==> src/rtl/mfp_ahb_rojo_master.sv <==
// AHB-lite master that carries one valid/ready command at a time onto the bus.
// Define ROJO_AUTO_ACK_EN to add the rojobot BOTINFO read / INTACK handshake sequencer.
module mfp_ahb_rojo_master (
  input  logic        HCLK,
  input  logic        HRESETn,
  output logic [31:0] HADDR,
  output logic [1:0]  HTRANS,
  output logic        HWRITE,
  output logic [2:0]  HSIZE,
  output logic [31:0] HWDATA,
  input  logic [31:0] HRDATA,
  input  logic        HREADY,
  input  logic        HRESP,
  input  logic        cmd_valid,
  output logic        cmd_ready,
  input  logic        cmd_write,
  input  logic [31:0] cmd_addr,
  input  logic [31:0] cmd_wdata,
  output logic        rsp_valid,
  output logic [31:0] rsp_rdata,
  output logic        rsp_err,
  input  logic        bot_updt,
  output logic [31:0] botinfo,
  output logic        botinfo_valid,
  output logic        upd_overrun
);
  localparam logic [1:0] TR_IDLE   = 2'b00;
  localparam logic [1:0] TR_NONSEQ = 2'b10;

  typedef enum logic [1:0] {IDLE, ADDR, DATA, RESP} state_t;
  state_t state, state_nxt;

  logic [31:0] lat_addr, lat_wdata;
  logic        lat_write, lat_auto;

  logic        auto_req;
  logic [31:0] auto_addr, auto_wdata;
  logic        auto_write;
  logic        cmd_acc, auto_acc, data_done;

  always_ff @(posedge HCLK) begin
    if (!HRESETn) state <= IDLE;
    else          state <= state_nxt;
  end

  // The sequencer outranks the command port whenever it wants the bus.
  always_comb begin
    state_nxt = state;
    cmd_acc   = 1'b0;
    auto_acc  = 1'b0;
    data_done = 1'b0;
    case (state)
      IDLE: begin
        if (auto_req) begin
          auto_acc  = 1'b1;
          state_nxt = ADDR;
        end else if (cmd_valid) begin
          cmd_acc   = 1'b1;
          state_nxt = ADDR;
        end
      end
      ADDR: if (HREADY) state_nxt = DATA;
      DATA: if (HREADY) begin
        data_done = 1'b1;
        state_nxt = RESP;
      end
      RESP:    state_nxt = IDLE;
      default: state_nxt = IDLE;
    endcase
  end

  assign HTRANS    = (state == ADDR) ? TR_NONSEQ : TR_IDLE;
  assign HADDR     = lat_addr;
  assign HWRITE    = lat_write;
  assign HSIZE     = 3'b010;
  assign HWDATA    = (state == DATA && lat_write) ? lat_wdata : 32'd0;
  assign cmd_ready = HRESETn && (state == IDLE) && !auto_req;
  assign rsp_valid = (state == RESP) && !lat_auto;

  always_ff @(posedge HCLK) begin
    if (!HRESETn) begin
      lat_addr  <= 32'd0;
      lat_wdata <= 32'd0;
      lat_write <= 1'b0;
      lat_auto  <= 1'b0;
      rsp_rdata <= 32'd0;
      rsp_err   <= 1'b0;
    end else begin
      if (cmd_acc) begin
        lat_addr  <= cmd_addr;
        lat_wdata <= cmd_wdata;
        lat_write <= cmd_write;
        lat_auto  <= 1'b0;
      end else if (auto_acc) begin
        lat_addr  <= auto_addr;
        lat_wdata <= auto_wdata;
        lat_write <= auto_write;
        lat_auto  <= 1'b1;
      end
      if (data_done && !lat_auto) begin
        rsp_rdata <= lat_write ? 32'd0 : HRDATA;
        rsp_err   <= HRESP;
      end
    end
  end

`ifdef ROJO_AUTO_ACK_EN
  localparam logic [31:0] BOTINFO_ADDR = 32'h1f80000C;
  localparam logic [31:0] INTACK_ADDR  = 32'h1f800018;

  logic        updt_q, pending, rise, auto_done;
  logic [1:0]  step;
  logic [31:0] shadow;

  assign rise      = bot_updt && !updt_q;
  assign auto_req  = pending || rise;
  assign auto_done = (state == RESP) && lat_auto && (step == 2'd2);

  // step 0: read BOTINFO, 1: INTACK=1, 2: INTACK=0
  always_comb begin
    auto_addr  = (step == 2'd0) ? BOTINFO_ADDR : INTACK_ADDR;
    auto_write = (step != 2'd0);
    auto_wdata = (step == 2'd1) ? 32'd1 : 32'd0;
  end

  always_ff @(posedge HCLK) begin
    if (!HRESETn) begin
      updt_q        <= 1'b0;
      pending       <= 1'b0;
      step          <= 2'd0;
      shadow        <= 32'd0;
      botinfo       <= 32'd0;
      botinfo_valid <= 1'b0;
      upd_overrun   <= 1'b0;
    end else begin
      updt_q        <= bot_updt;
      // an edge arriving while a sequence is owed is folded into that sequence
      pending       <= (pending && !auto_done) || (rise && !pending);
      botinfo_valid <= auto_done;
      if (rise && pending) upd_overrun <= 1'b1;
      if (data_done && lat_auto && step == 2'd0) shadow <= HRDATA;
      if (auto_done) begin
        botinfo <= shadow;
        step    <= 2'd0;
      end else if (state == RESP && lat_auto) begin
        step <= step + 2'd1;
      end
    end
  end
`else
  logic unused_bot_updt;
  assign unused_bot_updt = bot_updt;
  assign auto_req      = 1'b0;
  assign auto_addr     = 32'd0;
  assign auto_wdata    = 32'd0;
  assign auto_write    = 1'b0;
  assign botinfo       = 32'd0;
  assign botinfo_valid = 1'b0;
  assign upd_overrun   = 1'b0;
`endif

endmodule

==> config.mk <==
export PLATFORM = sky130hd
export DESIGN_NAME = mfp_ahb_rojo_master
export DESIGN_NICKNAME = d
export VERILOG_FILES = /design/src/rtl/mfp_ahb_rojo_master.sv
export SDC_FILE = /design/constraint.sdc
export NUM_CORES = 1
export LEC_CHECK = 0
export ABC_AREA = 1
export CAP_MARGIN = 25
export CELL_PAD_IN_SITES_DETAIL_PLACEMENT = 2
export CELL_PAD_IN_SITES_GLOBAL_PLACEMENT = 2
export CORE_ASPECT_RATIO = 0.75
export CORE_MARGIN = 2
export CORE_UTILIZATION = 18
export CTS_BUF_LIST = sky130_fd_sc_hd__clkbuf_4 sky130_fd_sc_hd__clkbuf_8 sky130_fd_sc_hd__clkbuf_16
export DETAILED_ROUTE_END_ITERATION = 8
export GPL_ROUTABILITY_DRIVEN = 0
export GPL_TIMING_DRIVEN = 0
export PLACE_DENSITY_LB_ADDON = 0.15
export SLEW_MARGIN = 20
export SYNTH_ARGS = -nofsm -noshare
export SYNTH_HDL_FRONTEND = slang
export SYNTH_SLANG_ARGS = --single-unit
export TNS_END_PERCENT = 1
==> constraint.sdc <==
create_clock -name HCLK -period 1.25 [get_ports HCLK]
set_input_delay 0.25 -clock HCLK [delete_from_list [all_inputs] [get_ports HCLK]]
set_output_delay 0.25 -clock HCLK [all_outputs]
set_load 0.03 [all_outputs]
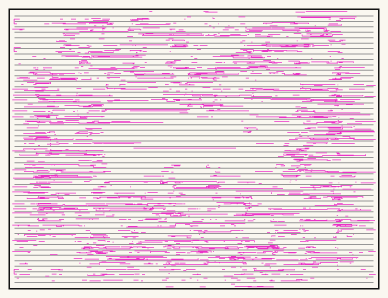
run_1/layer_met1.png
Drawn at 2 px/µm. Supply wires on this layer in grey.
longest straight run	59.3 µm
main direction	horizontal
total via count in the routed design: 4320
M1 GR Usage: 16.4%
Routed Wire Length: 17300 µm

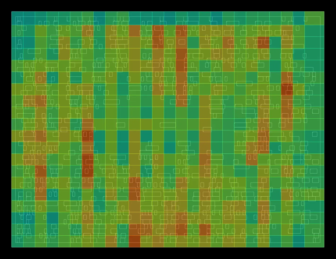
run_1/congestion.png
routed length per instance: 15.8 µm
highest-utilization routing layer at the global route stage: met2
global-route met2 utilization: 22.6%

==> run notes, run 1 <==
Setup repair after global routing could not meet its margin everywhere. With the fraction of final layout cells sized beyond drive strength 1 at 37.4%, the clock transition at the registers of the reported paths is 70 ps. The source-to-sink clock delay at the later pin of the worst-skew pair is 350 ps, and the count of non-filler cells in the finished layout is 1094. In this run, post-CTS hold repair placed 0 buffers. For the number of buffers added by the clock tree synthesis step, the log shows 9. The detailed router finished its first iteration with 56 violations. Class of the most critical setup path: reg -> out. The run gives 138% for the share of the clock period used by the worst path. The flow ran to the end, but the final reports show violations. With the number of iterations in the first detailed-routing pass at 4, the utilization after layout is 31.1%.

The startpoint identified for the worst register-to-register timing path is state[1]. CTS placed an instance of sky130_fd_sc_hd__clkbuf_16 at the clock tree root. The design draws 12.3 mW. The worst hold slack after final layout was 473 ps; the count of cells along the worst register-to-register path was 6.

The final total negative setup slack came out at -24890 ps. With the warning count from the yosys run at 0, the synthesis-to-finish area growth is 69.9%. Sink count of the clock tree: 100. The reported leakage power is 3.03 nW, and the first-pass GRT wire length is 26600 µm. The overall die size recorded for this design is 25600 µm².

With the half-perimeter wire length of the detailed placement result at 13600 µm, the net total in the final layout is 893. The synthesized netlist cell count is 530. TritonCTS built the clock tree.

The most frequent logic cell in the layout was sky130_fd_sc_hd__clkdlybuf4s50_1. The antenna diode count is 0. The synthesis stat section lists a flop and latch total of 100. The highest clock rate this design can be run at is 0.579 GHz. After detailed placement, the design holds a cell count of 1074.

The final hold violation count recorded for this run is 0. For the count of distinct cell types in the synthesized netlist, the log shows 22. Counting I/O delays and the setup requirement, the final critical path takes 1730 ps. The chip width works out to 184 µm. The kind of end point of the critical path is an output port. The run gives 16 as the maximum number of pins on one net before global-route repair. The run gives -476 ps for the final worst slack.

The run gives 4660 as the number of global-route vias before repair. Count of final max-slew check failures: 0. The tool warning count for the run is 34. The effective utilization at floorplan came out at 18.3%. Number of I/O pins: 242.

Total power normalized to cell area comes to 1660 nW/µm². According to the timing report, the arrival time at the worst endpoint equals 1480 ps. During placement, the flow inserted port buffers numbering 202. The worst-case reg-to-reg setup slack stands at -170 ps. In this run the core area contains 49 standard-cell rows. The remaining antenna violation count after routing is 0, and the number of violations of the max-capacitance limit is 0. The part of the Yosys area used for sequential elements came out at 45.8%. The worst ir drop on vdd was 0.000630 V.

According to the timing report, the critical path is captured at HWDATA[18]. The logs give 1000 ps for the required time at the endpoint of the critical path and 4370 µm² for the chip area estimate from yosys synthesis. The final-report setup violation count was 134. The final reports fail on setup timing.

The tools report the startpoint of the most critical setup path as state[0]. For the largest buffer count on any clock path, the log shows 2. STA lists the maximum fanout along the critical path as 8. Before any placement, the netlist area is recorded as 4370 µm². Per the post-synthesis stats, the area per cell is 8.25 µm². Final setup skew: 10.0 ps.

Class of the tightest hold or removal check: reg -> reg. Leaving out fill and tap cells, the most frequent cells in the layout are sky130_fd_sc_hd__clkdlybuf4s50_1 (100), sky130_fd_sc_hd__dfxtp_1 (97), sky130_fd_sc_hd__buf_2 (74). Type of origin of the critical path: a register. The post-route DRC violation count is 0. The H-tree depth is 3, and the initial antenna violation count is 0. The routed via count divided by cell count works out to 3.95. Per the OpenROAD floorplan log, the height of the die is 139 µm.
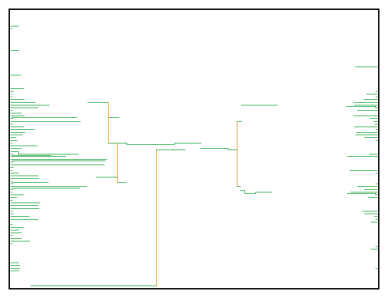
run_1/wires.png
Drawn at 2 px/µm. Two of the layers only.
layer	colour	wire length
metal 4	orange	141 µm
metal 3	green	1140 µm
total routing usage reported by global routing: 13.4%

==> run 1: flip-flops by register name, indices dropped and copies added (netlist names) <==
signal / count
HADDR: 32
HWRITE: 1
lat_wdata: 32
rsp_err: 1
rsp_rdata: 32
state: 2
==> run 1: Yosys cell counts (all sizes together) <==
library cell  number  area, µm²
nand2             39        156
clkbuf            10       41.3
a21oi             67        444
ha                 5       62.6
inv               41        154
o21ai             67        335
clkinv             1       8.76
nand3             34        315
nor2             101        379
buf               63        467
conb               2       7.51
dfxtp            100       2000
==> run 1: layout make-up <==
cell class / instances / area, µm²
Sequential cell: 100 / 2010
Inverter: 42 / 173
Fill cell: 2711 / 16500
Tap cell: 306 / 383
Buffer: 73 / 617
Clock buffer: 10 / 233
Clock inverter: 4 / 52.6
Timing Repair Buffer: 208 / 1830
Multi-Input combinational cell: 351 / 2130
==> run 1: per-stage QoR <==
stage	setup WS [ps]	instance area, µm²
global route	-546	7430
detailed placement	-1360	7210
global placement	-1380	7210
CTS	-513	7380
finish	-476	7430
floorplan	-38.8	4800
==> run 1: per-layer routing <==
layer  part of all wire (%)  wire (µm)  global-route usage (%)
met1                     44       7580                    16.4
met2                     49       8400                    22.6
met3                    6.6       1140                    4.49
met4                   0.81        140                    2.91
met5                      0          0                       0
==> run 1: worst min path at each step <==
stage / slack [ps] / start / cells past startpoint / endpoint
after floorplan: 390 / HRDATA[10] / 2 / rsp_rdata[10]
after global placement: 450 / rsp_rdata[19] / 2 / rsp_rdata[19]
after detailed placement: 460 / rsp_rdata[17] / 2 / rsp_rdata[17]
after CTS: 460 / HRDATA[30] / 3 / rsp_rdata[30]
after global routing: 480 / HRDATA[0] / 3 / rsp_rdata[0]
final: 470 / rsp_rdata[17] / 2 / rsp_rdata[17]
==> run 1: cells by family after synthesis <==
group           Yosys count  synth area share (%)
other cells               2                 0.172
buf+inv                 115                  15.3
simple gates            174                  19.5
fa+ha+maj                 5                  1.43
compound gates          134                  17.8
flops                   100                  45.8
==> run 1: where the power goes <==
group	switching, mW	internal (mW)
Combinational	3.42	1.85
Sequential	0.328	3.92
Clock	1.25	1.56
Total	5.00	7.33
==> run 1: worst max-delay path: stages, from the launching register on <==
cell	delay [ps]
sky130_fd_sc_hd__dfxtp_4	360
sky130_fd_sc_hd__inv_4	70
sky130_fd_sc_hd__ha_4	160
sky130_fd_sc_hd__nand2_8	110
sky130_fd_sc_hd__clkbuf_16	200
sky130_fd_sc_hd__nor2_4	80
sky130_fd_sc_hd__buf_6	130
==> run 1: timing repair <==
| item | 4_1_cts | 5_1_grt |
|---|---|---|
| buffers inserted | 1 | 2 |
| endpoints found under the setup margin | 199 | 141 |
| gates cloned | 1 | 2 |
| resized | 586 | 26 |
| pin swaps | 1 | 2 |
==> inputs of run 2 (changes only) <==
clock period = 1.5 ns   (was 1.25 ns; I/O delays follow)
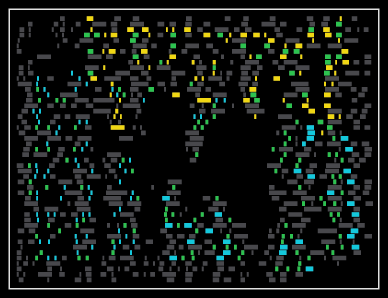
run_2/logic_types.png
Drawn at 2 px/µm.
family	colour	cells
NOR gates	cyan	101
inverting AOI/OAI gates	green	134
NAND gates	yellow	73

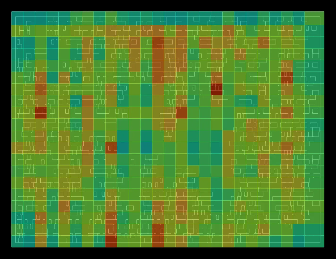
run_2/congestion.png
global-route met2 utilization: 23.4%
routed length per instance: 16.0 µm
M1 GR Usage: 16.7%
total routing usage reported by global routing: 13.9%
utilization of the core after routing: 31.9%

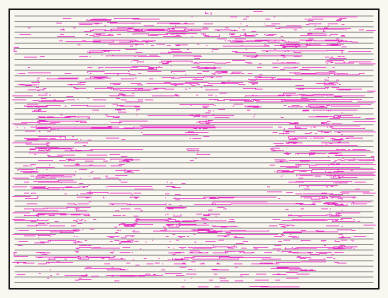
run_2/layer_met1.png
Drawn at 2 px/µm. Supply wires on this layer in grey.
main direction	horizontal
wire length on this layer	7610 µm
total via count in the routed design: 4374
Routed Wire Length: 17600 µm

==> run notes, run 2 <==
Sorting the synthesis cell report by count puts at the top sky130_fd_sc_hd__nor2_1. Hold timing on the final database bottoms out at a slack of 472 ps. The share of the clock period used by the worst path was 118%.

The final design area excluding fillers was 7640 µm²; the area taken by flip-flops and latches was 2010 µm². The area share of the largest cell type after synthesis was 45.8%; the required time at the endpoint of the critical path was 1200 ps. First-pass GRT wire length: 27500 µm. Number of buffers and inverters on the critical path: 3. The master cell of the clock root buffer was sky130_fd_sc_hd__clkbuf_16. The number of iterations in the first detailed-routing pass is 4, and the OpenROAD warning count is 34. The family with the most delay on the worst path was buffers and inverters.

A synthesized cell averages 8.25 µm². After synthesis, the chip area reported by Yosys is 4370 µm². After synthesis, the netlist uses 22 different library cells.

Hold repair after CTS inserted 0 buffers. Once detailed placement completed, the half-perimeter wirelength came to 13300 µm. The tally of buffers added on design ports is 202, and the reported leakage power is 3.18 nW.

Relative to the synthesized area, the layout overhead comes to 74.7%. Counting the warning lines in the Yosys log gives 0. The analysis reports a worst IR drop on VDD of 0.000482 V. For the number of hold-slack violations in the final timing report, the log shows 0. At the later pin of the worst-skew pair, clock insertion delay measures 360 ps. Setup repair after global routing could not meet its margin everywhere. The logs give 1 for the initial antenna violation count and -269 ps for the final worst slack. The count of final max-slew check failures was 0; the peak fanout along the critical path was 8.

242 I/O pins were placed. The post-synth count of flops with an enable pin is 0. With the chip width at 184 µm, the fraction of final layout cells sized beyond drive strength 1 is 29.4%.

The floorplan step set the die height to 139 µm. The flow ran to the end, but the final reports show violations. The async set-or-reset flop fraction in the synthesized netlist is 0%. Per the synth stats, the flop cell with the highest instance count is sky130_fd_sc_hd__dfxtp_1. The commonest cells after synthesis are sky130_fd_sc_hd__nor2_1 (101), sky130_fd_sc_hd__dfxtp_1 (100), sky130_fd_sc_hd__o21ai_0 (59), sky130_fd_sc_hd__buf_4 (41), sky130_fd_sc_hd__inv_1 (40). The final-report setup violation count is 36, and the number of global-route vias before repair is 4812.

Synthesis handed over a netlist of 530 instances. Per the timing report, the achievable frequency comes out to 0.565 GHz. The remaining antenna violation count after routing came out at 0. Subtracting the final worst setup slack from the clock period gives 1770 ps. TritonCTS built the clock tree. The clock transition at the registers of the reported paths was 80 ps. With the standard cell area after detailed placement at 6910 µm², the area taken by multi-input logic gates is 2110 µm². Summing every instance area after synthesis gives 4370 µm². For this run, the post-layout net count is 895.

According to the floorplan log, the row count is 49. Post-placement cell count: 1074. The CTS log lists the clock sinks for this run as 100.

The die covers 25600 µm². The number of buffers added by the clock tree synthesis step was 9. Class of the tightest hold or removal check: reg -> reg.

By startpoint and endpoint, the worst setup path is classified as reg -> out. The tools report the worst path arrival time as 1470 ps. Dividing total power by cell area gives a power density of 1390 nW/µm². By area the synthesized netlist is led by sky130_fd_sc_hd__dfxtp_1 (46%), sky130_fd_sc_hd__nor2_1 (8.7%), sky130_fd_sc_hd__buf_4 (7.0%), sky130_fd_sc_hd__o21ai_0 (6.8%), sky130_fd_sc_hd__nand3_2 (6.6%). The worst setup path is launched from a register.

The library cells used most frequently in the layout, excluding fill and tap cells, are sky130_fd_sc_hd__clkdlybuf4s50_1 (100), sky130_fd_sc_hd__dfxtp_1 (98), sky130_fd_sc_hd__nor2_1 (71). Summed over all failing endpoints, the final setup total negative slack is -8620 ps. For this configuration, the core starts out at a cell density of 18.3%.

In the final run the clock tree shows a worst skew of 8.01 ps. With the post-route DRC violation count at 0, the violation count after the first detailed-routing iteration is 106. The routed via count divided by cell count is 3.98. The final reports fail on setup timing.

In this run the critical path is formed by inv_2 > ha_4 > nand2_8 > buf_8 > nor2_4 > buf_6. The number of violations of the max-capacitance limit was 0. STA classifies the critical path endpoint as an output port.

In this design, the stage delay of the slowest critical-path cell is 330 ps. The H-tree depth was 3. The run gives 2711 as the number of filler instances in the final layout.

The biggest area contributor in the post-synthesis netlist is sky130_fd_sc_hd__dfxtp_1. The antenna diode count was 0. Per the CTS log, the buffer count on the longest clock path is 2.

Once layout is complete, the cells apart from fillers number 1098. Sequential elements use 45.8% of the synthesized area. The synthesized flop and latch total came out at 100. The most frequent logic cell in the layout is sky130_fd_sc_hd__clkdlybuf4s50_1. Entering global routing, the biggest net connects 17 pins.

Per the post-place timing report, worst setup slack is -1160 ps.
==> run 2: metal layers <==
metal  GRT usage [%]  part of all wire [%]  up-vias
met5               0                     0        -
met3            5.70                   7.9       12
li1                -                     -     2139
met4            3.03                  0.84        0
met2            23.4                    48      127
met1            16.7                    43     2096
==> run 2: cell families (layout without fill, tap and decap cells) <==
kind of cell / after synthesis / count (layout) / share of synthesized area, %
adder cells (fa/ha/maj): 5 / 5 / 1.43
other: 2 / 38 / 0.172
buffers and inverters: 115 / 341 / 15.3
flip-flops: 100 / 100 / 45.8
AND/OR/NAND/NOR: 174 / 174 / 19.5
AND-OR/OR-AND: 134 / 134 / 17.8
==> run 2: what timing repair did <==
action | in CTS | in global routing
endpoints found under the setup margin | 193 | 117
setup buffers | 4 | 1
pin swaps | 1 | 1
cloned | 3 | 0
gates resized | 390 | 38
==> run 2: path summary, 6_finish.rpt <==
kind | from | to | slack (ps) | cells after the start
hold reg to reg | rsp_rdata[17] | rsp_rdata[17] | 470 | 2
hold / removal | rsp_rdata[17] | rsp_rdata[17] | 470 | 2
setup / recovery | state[0] | HWDATA[30] | -270 | 6
setup reg to reg | state[0] | HADDR[22] | 110 | 7
==> run 2: power breakdown <==
group	internal (mW)	total, mW	switching [mW]
registers	3.26	3.53	0.274
clock network	1.56	2.67	1.11
logic	1.60	4.44	2.84
total	6.42	10.6	4.22
==> run 2: worst min-delay path, stage by stage, from the launching register on <==
cell,delay [ps]
sky130_fd_sc_hd__dfxtp_1,310
sky130_fd_sc_hd__nand2_1,60
sky130_fd_sc_hd__a21oi_1,60
==> run 2: final cells by class <==
type	count	area share [%]
Multi-Input combinational cell	351	27.7
Timing Repair Buffer	210	27.2
Sequential cell	100	26.3
Buffer	73	7.35
Tap cell	306	5.01
Clock buffer	11	3.31
Inverter	42	2.13
Clock inverter	5	1.08
==> run 2: through the flow <==
step | utilization (%) | total power [mW]
after global routing | 31.9 | 11.4
after floorplan | - | 6.10
after CTS | 31.6 | 10.8
after detailed placement | 28.9 | 7.83
after global placement | 28.9 | 7.66
final | 31.9 | 10.6
Power and IR drop assume default switching activity.
